`config.mk`:
```
export PLATFORM = sky130hd
export DESIGN_NAME = mem_arbiter
export DESIGN_NICKNAME = d
export VERILOG_FILES = /design/src/rtl/mem_arbiter.sv
export SDC_FILE = /design/constraint.sdc
export NUM_CORES = 1
export LEC_CHECK = 0
export CORE_AREA = 2 2 104 146
export DETAILED_ROUTE_END_ITERATION = 12
export DIE_AREA = 0 0 106 148
export PLACE_DENSITY = 0.67
export SYNTH_ARGS = -nofsm -noshare
export SYNTH_HDL_FRONTEND = slang
export SYNTH_SLANG_ARGS = --single-unit
```
`constraint.sdc`:
```
create_clock -name clk -period 2.1 [get_ports clk]
set_input_delay 0.315 -clock clk [delete_from_list [all_inputs] [get_ports clk]]
set_output_delay 0.315 -clock clk [all_outputs]
set_load 0.05 [all_outputs]
```
`src/rtl/mem_arbiter.sv`:
```
// Two-port round-robin arbiter sharing one valid/ready memory port between
// instruction fetch (port 0) and data access (port 1), with a stall watchdog.
module mem_arbiter #(
    parameter int unsigned TIMEOUT  = 16,
    parameter logic [31:0] ERR_DATA = 32'hdeadbeef
) (
    input  logic        clk,
    input  logic        reset,
    input  logic        m0_valid,
    input  logic        m0_instr,
    input  logic [31:0] m0_addr,
    input  logic [31:0] m0_wdata,
    input  logic [3:0]  m0_wstrb,
    output logic        m0_ready,
    output logic [31:0] m0_rdata,
    input  logic        m1_valid,
    input  logic        m1_instr,
    input  logic [31:0] m1_addr,
    input  logic [31:0] m1_wdata,
    input  logic [3:0]  m1_wstrb,
    output logic        m1_ready,
    output logic [31:0] m1_rdata,
    output logic        mem_valid,
    output logic        mem_instr,
    output logic [31:0] mem_addr,
    output logic [31:0] mem_wdata,
    output logic [3:0]  mem_wstrb,
    input  logic        mem_ready,
    input  logic [31:0] mem_rdata,
    output logic [1:0]  grant,
    output logic        timeout
);

    localparam int unsigned CW = (TIMEOUT > 1) ? $clog2(TIMEOUT) : 1;
    localparam logic [CW-1:0] CNT_LAST = CW'(TIMEOUT - 1);

    typedef enum logic [1:0] {
        IDLE = 2'd0,
        BUSY = 2'd1,
        ERR  = 2'd2
    } state_t;

    state_t        state_r, state_s;
    logic          last_r, last_s;
    logic [CW-1:0] cnt_r, cnt_s;
    logic [1:0]    grant_r, grant_s;
    logic          mem_valid_r, mem_valid_s;
    logic          mem_instr_r, mem_instr_s;
    logic [31:0]   mem_addr_r, mem_addr_s;
    logic [31:0]   mem_wdata_r, mem_wdata_s;
    logic [3:0]    mem_wstrb_r, mem_wstrb_s;
    logic          sel_s;
    logic          resp_s;
    logic [31:0]   resp_data_s;
    logic          timeout_s;

    // On a tie the port that did not win last time is chosen.
    assign sel_s = (m0_valid && m1_valid) ? ~last_r : m1_valid;

    // Next-state, captured request fields and response decode.
    always_comb begin
        state_s     = state_r;
        last_s      = last_r;
        cnt_s       = cnt_r;
        grant_s     = grant_r;
        mem_valid_s = mem_valid_r;
        mem_instr_s = mem_instr_r;
        mem_addr_s  = mem_addr_r;
        mem_wdata_s = mem_wdata_r;
        mem_wstrb_s = mem_wstrb_r;
        resp_s      = 1'b0;
        resp_data_s = 32'h0000_0000;
        timeout_s   = 1'b0;
        case (state_r)
            IDLE: begin
                if (m0_valid || m1_valid) begin
                    state_s     = BUSY;
                    mem_valid_s = 1'b1;
                    mem_instr_s = sel_s ? m1_instr : m0_instr;
                    mem_addr_s  = sel_s ? m1_addr  : m0_addr;
                    mem_wdata_s = sel_s ? m1_wdata : m0_wdata;
                    mem_wstrb_s = sel_s ? m1_wstrb : m0_wstrb;
                    grant_s     = sel_s ? 2'b10 : 2'b01;
                    last_s      = sel_s;
                    cnt_s       = '0;
                end else begin
                    state_s = IDLE;
                end
            end
            BUSY: begin
                if (mem_ready) begin
                    resp_s      = 1'b1;
                    resp_data_s = mem_rdata;
                    state_s     = IDLE;
                    mem_valid_s = 1'b0;
                    grant_s     = 2'b00;
                end else if (cnt_r == CNT_LAST) begin
                    state_s     = ERR;
                    mem_valid_s = 1'b0;
                end else begin
                    cnt_s = cnt_r + CW'(1'b1);
                end
            end
            ERR: begin
                resp_s      = 1'b1;
                resp_data_s = ERR_DATA;
                timeout_s   = 1'b1;
                state_s     = IDLE;
                grant_s     = 2'b00;
            end
            default: begin
                state_s     = IDLE;
                mem_valid_s = 1'b0;
                grant_s     = 2'b00;
            end
        endcase
    end

    // State and request registers.
    always_ff @(posedge clk or negedge reset) begin
        if (!reset) begin
            state_r     <= IDLE;
            last_r      <= 1'b1;
            cnt_r       <= '0;
            grant_r     <= 2'b00;
            mem_valid_r <= 1'b0;
            mem_instr_r <= 1'b0;
            mem_addr_r  <= 32'h0000_0000;
            mem_wdata_r <= 32'h0000_0000;
            mem_wstrb_r <= 4'h0;
        end else begin
            state_r     <= state_s;
            last_r      <= last_s;
            cnt_r       <= cnt_s;
            grant_r     <= grant_s;
            mem_valid_r <= mem_valid_s;
            mem_instr_r <= mem_instr_s;
            mem_addr_r  <= mem_addr_s;
            mem_wdata_r <= mem_wdata_s;
            mem_wstrb_r <= mem_wstrb_s;
        end
    end

    // Completion is steered to the granted port only; rdata reads 0 otherwise.
    always_comb begin
        m0_ready = resp_s & grant_r[0];
        m1_ready = resp_s & grant_r[1];
        if (resp_s && grant_r[0]) begin
            m0_rdata = resp_data_s;
        end else begin
            m0_rdata = 32'h0000_0000;
        end
        if (resp_s && grant_r[1]) begin
            m1_rdata = resp_data_s;
        end else begin
            m1_rdata = 32'h0000_0000;
        end
    end

    assign mem_valid = mem_valid_r;
    assign mem_instr = mem_instr_r;
    assign mem_addr  = mem_addr_r;
    assign mem_wdata = mem_wdata_r;
    assign mem_wstrb = mem_wstrb_r;
    assign grant     = grant_r;
    assign timeout   = timeout_s;

endmodule

```
==> qor.yml <==
run_status:
  outcome: "complete, but fails checks"
  violations: "setup timing"
floorplan:
  fp_util_pct: 29.6
  io_pins: 314
  die_h_um: 148
  row_count: 52
  die_area_mm2: 0.0157
  taps: 189
  die_w_um: 106
yosys:
  ys_ff: 79
  enable_flop_cells: 0
  synthDominantCellAreaShare_pct: 45.9
  syn-cell-area_mm2: 0.00426
  top_area_cell: "dfrtp_1"
  ys_seq_share_pct: 46.5
  synth_cells: 466
  area_leaders: "dfrtp_1, mux2i_1, nand2_1"
  ys.flop_type: "dfrtp_1"
  async_reset_ff_share_pct: 100
  ys_types: 38
  ys_cells: 466
  ys_sh_aoi_pct: 13.2
  logic_family: "multiplexers"
  ys_sh_simple_pct: 16.9
  syn_avg_cell_area_um2: 9.13
  syn-num-nets: 646
  yosys-mux-area-fraction_pct: 17.0
  ys.warnings.count: 0
  xor_area_share_pct: 0
  synth-adder-area-share_pct: 1.47
  synth_chip_area_mm2: 0.00426
cells_and_area:
  comb_area_share_pct: 27.0
  dominant_cells: "non-clock buffers"
  clkbuf_count: 9
  fill_cells: 1108
  layout_top_cell: "clkdlybuf4s50_1"
  sh_seq_area_pct: 20.6
  antenna_cells: 0
  mi_logic_area_mm2: 0.00258
  comb_cells: 346
  design_area_mm2: 0.00959
  nonClockInverterCount: 7
  finalNonFillerCells: 1002
  nonClkBufAreaFrac_pct: 46.3
  nets: 988
  final_cell_mix: "clkdlybuf4s50_1, buf_12, dfrtp_1"
  syn_to_final_growth_pct: 125
  finish.utilization_pct: 66.7
  regArea_mm2: 0.00198
  clk_share_pct: 3.17
  nNonClkBuffers: 365
sta:
  slew_headroom_pct: 59.6
  setup_viol: 50
  finalHoldViolations: 0
  hold_slack_ns: 0.478
  clock.fmax_mhz: 461
  drv_slew: 0
  layout_min_cycle_time_ns: 2.17
  fin_crit_sh_pct: 103
  skew_ns: 0.00782
  rsz0062_at_grt: "true"
  layout_setup_ws_ns: -0.0699
  finalSetupTns_ns: -2.34
grt:
  grt_pass1_wl_mm: 25.4
  met1_usage_pct: 21.2
  grt_antenna_before_repair: 0
  grt_start_max_net_pins: 51
  gr-total-overflow: 0
  gr-max-usage-layer: "met2"
  grt_pass1_vias: 4962
clock_network:
  hold_buffers: 1
  cts_made_buffers: 9
  cts_tree: "yes"
  clock_sinks: 79
  post_cts_buffers: 2
  cts_root_buf: "clkbuf_16"
  clk_latency_ns: 0.33
  clk_path_buf_depth: 2
  h-tree-depth: 3
  cts.reportedPaths.clkPinSlew_ns: 0.06
setup_path:
  crit_path_cell_trace: "buf_4 > ha_4 > a21o_4 > nand3_4 > buf_6 > clkinvlp_4 > buf_12"
  rrSetupSlack_ns: 0.34
  cp-startpoint: "state_r[1]"
  cp_top_family: "buffers and inverters"
  rr_startpoint: "state_r[1]"
  slowest_stage: "dfrtp_1"
  path_buffers: 4
  crit_fanout: 5
  crit_type: "reg -> out"
  required_ns: 1.78
  endpoint: "m0_ready"
  worst-r2r-cell-count: 6
  cp_slowest_stage_delay_ns: 0.41
  cp-start-kind: "flop"
  cp.depth: 7
  worst_ep_arrival_time_ns: 1.85
  end_kind: "output pin"
  r2r-end: "cnt_r[0]"
detailed_routing:
  viasPerCell: 4.74
  antenna_left: 0
  drtIter0Drc: 136
  highest_layer: "met4"
  route.met2.wl_mm: 8.90
  drt_first_pass_iters: 6
  drc: 0
  wl_per_cell_um: 16.6
  wl_met3_mm: 1.52
power:
  pg_seq_mw: 2.71
  p_comb_mw: 7.04
  peakVddDrop_v: 0.000900
  pwr-share-seq_pct: 23.9
  p_int_mw: 5.84
  powerClk_mw: 1.58
  switchingPower_mw: 5.49
  p_leak_nw: 3.82
  power.share.switching_pct: 48.4
  power.total_mw: 11.3
  pwr-share-comb_pct: 62.1
  power-top-group: "combinational logic"
  pwr-share-clk_pct: 13.9
job:
  log.warning_count: 32
  cap_viol_max_count: 0
place:
  gp_congestion: 0.815
  place_area_mm2: 0.00895
  place_ws_ns: 0.00711
  dpl.cell_count: 976
  portBuffers: 313
min_path:
  hold_start: "mem_addr[29]"
  min_to: "mem_addr[29]"
  whs_path_depth: 2
  hold_class: "reg -> reg"
synthesized netlist by cell type, drive strengths merged, types with 2 or more instances:
| cell | n |
|---|---|
| o21ai | 70 |
| and2 | 18 |
| a22o | 2 |
| dfrtp | 78 |
| nand2b | 2 |
| nor3 | 2 |
| inv | 7 |
| nand3 | 5 |
| nand3b | 2 |
| nor2 | 51 |
| mux2i | 71 |
| ha | 5 |
| buf | 16 |
| a211o | 2 |
| and3 | 3 |
| a21oi | 26 |
| clkbuf | 18 |
| nand2 | 72 |
| nor2b | 2 |
sequential cells by signal (all words and copies together) (netlist names):
signal / cells
mem_instr: 1
state_r: 2
cnt_r: 4
mem_wdata: 32
mem_addr: 32
mem_valid: 1
last_r: 1
grant: 2
mem_wstrb: 4
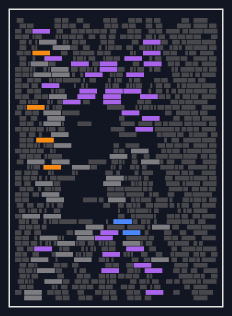
(where the registers sit)
Drawn at 2 px/µm.
[purple] mem_wdata | flops: 32
[blue] state_r | flops: 2
[orange] mem_wstrb | flops: 4

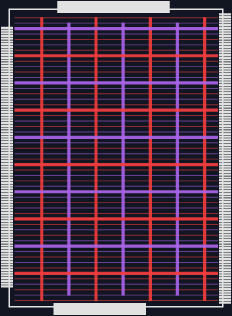
(PDN straps and rails)
Drawn at 2 px/µm. Pins as bars on the die edge.
[purple] VDD
[red] VSS
met5 straps: 10
met1 rails: 53
rows: 52
signal pins: 314
met4 straps: 7

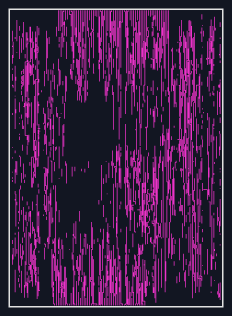
(met2 routing)
Drawn at 2 px/µm.
share of all routed wire: 54%
wire length on this layer: 8900 µm
final WL: 16.6 mm
detailed-route via count: 4749
met2 Resource Use GR: 39.0%

No activity file was given, so power comes from the tool's default toggle rates.
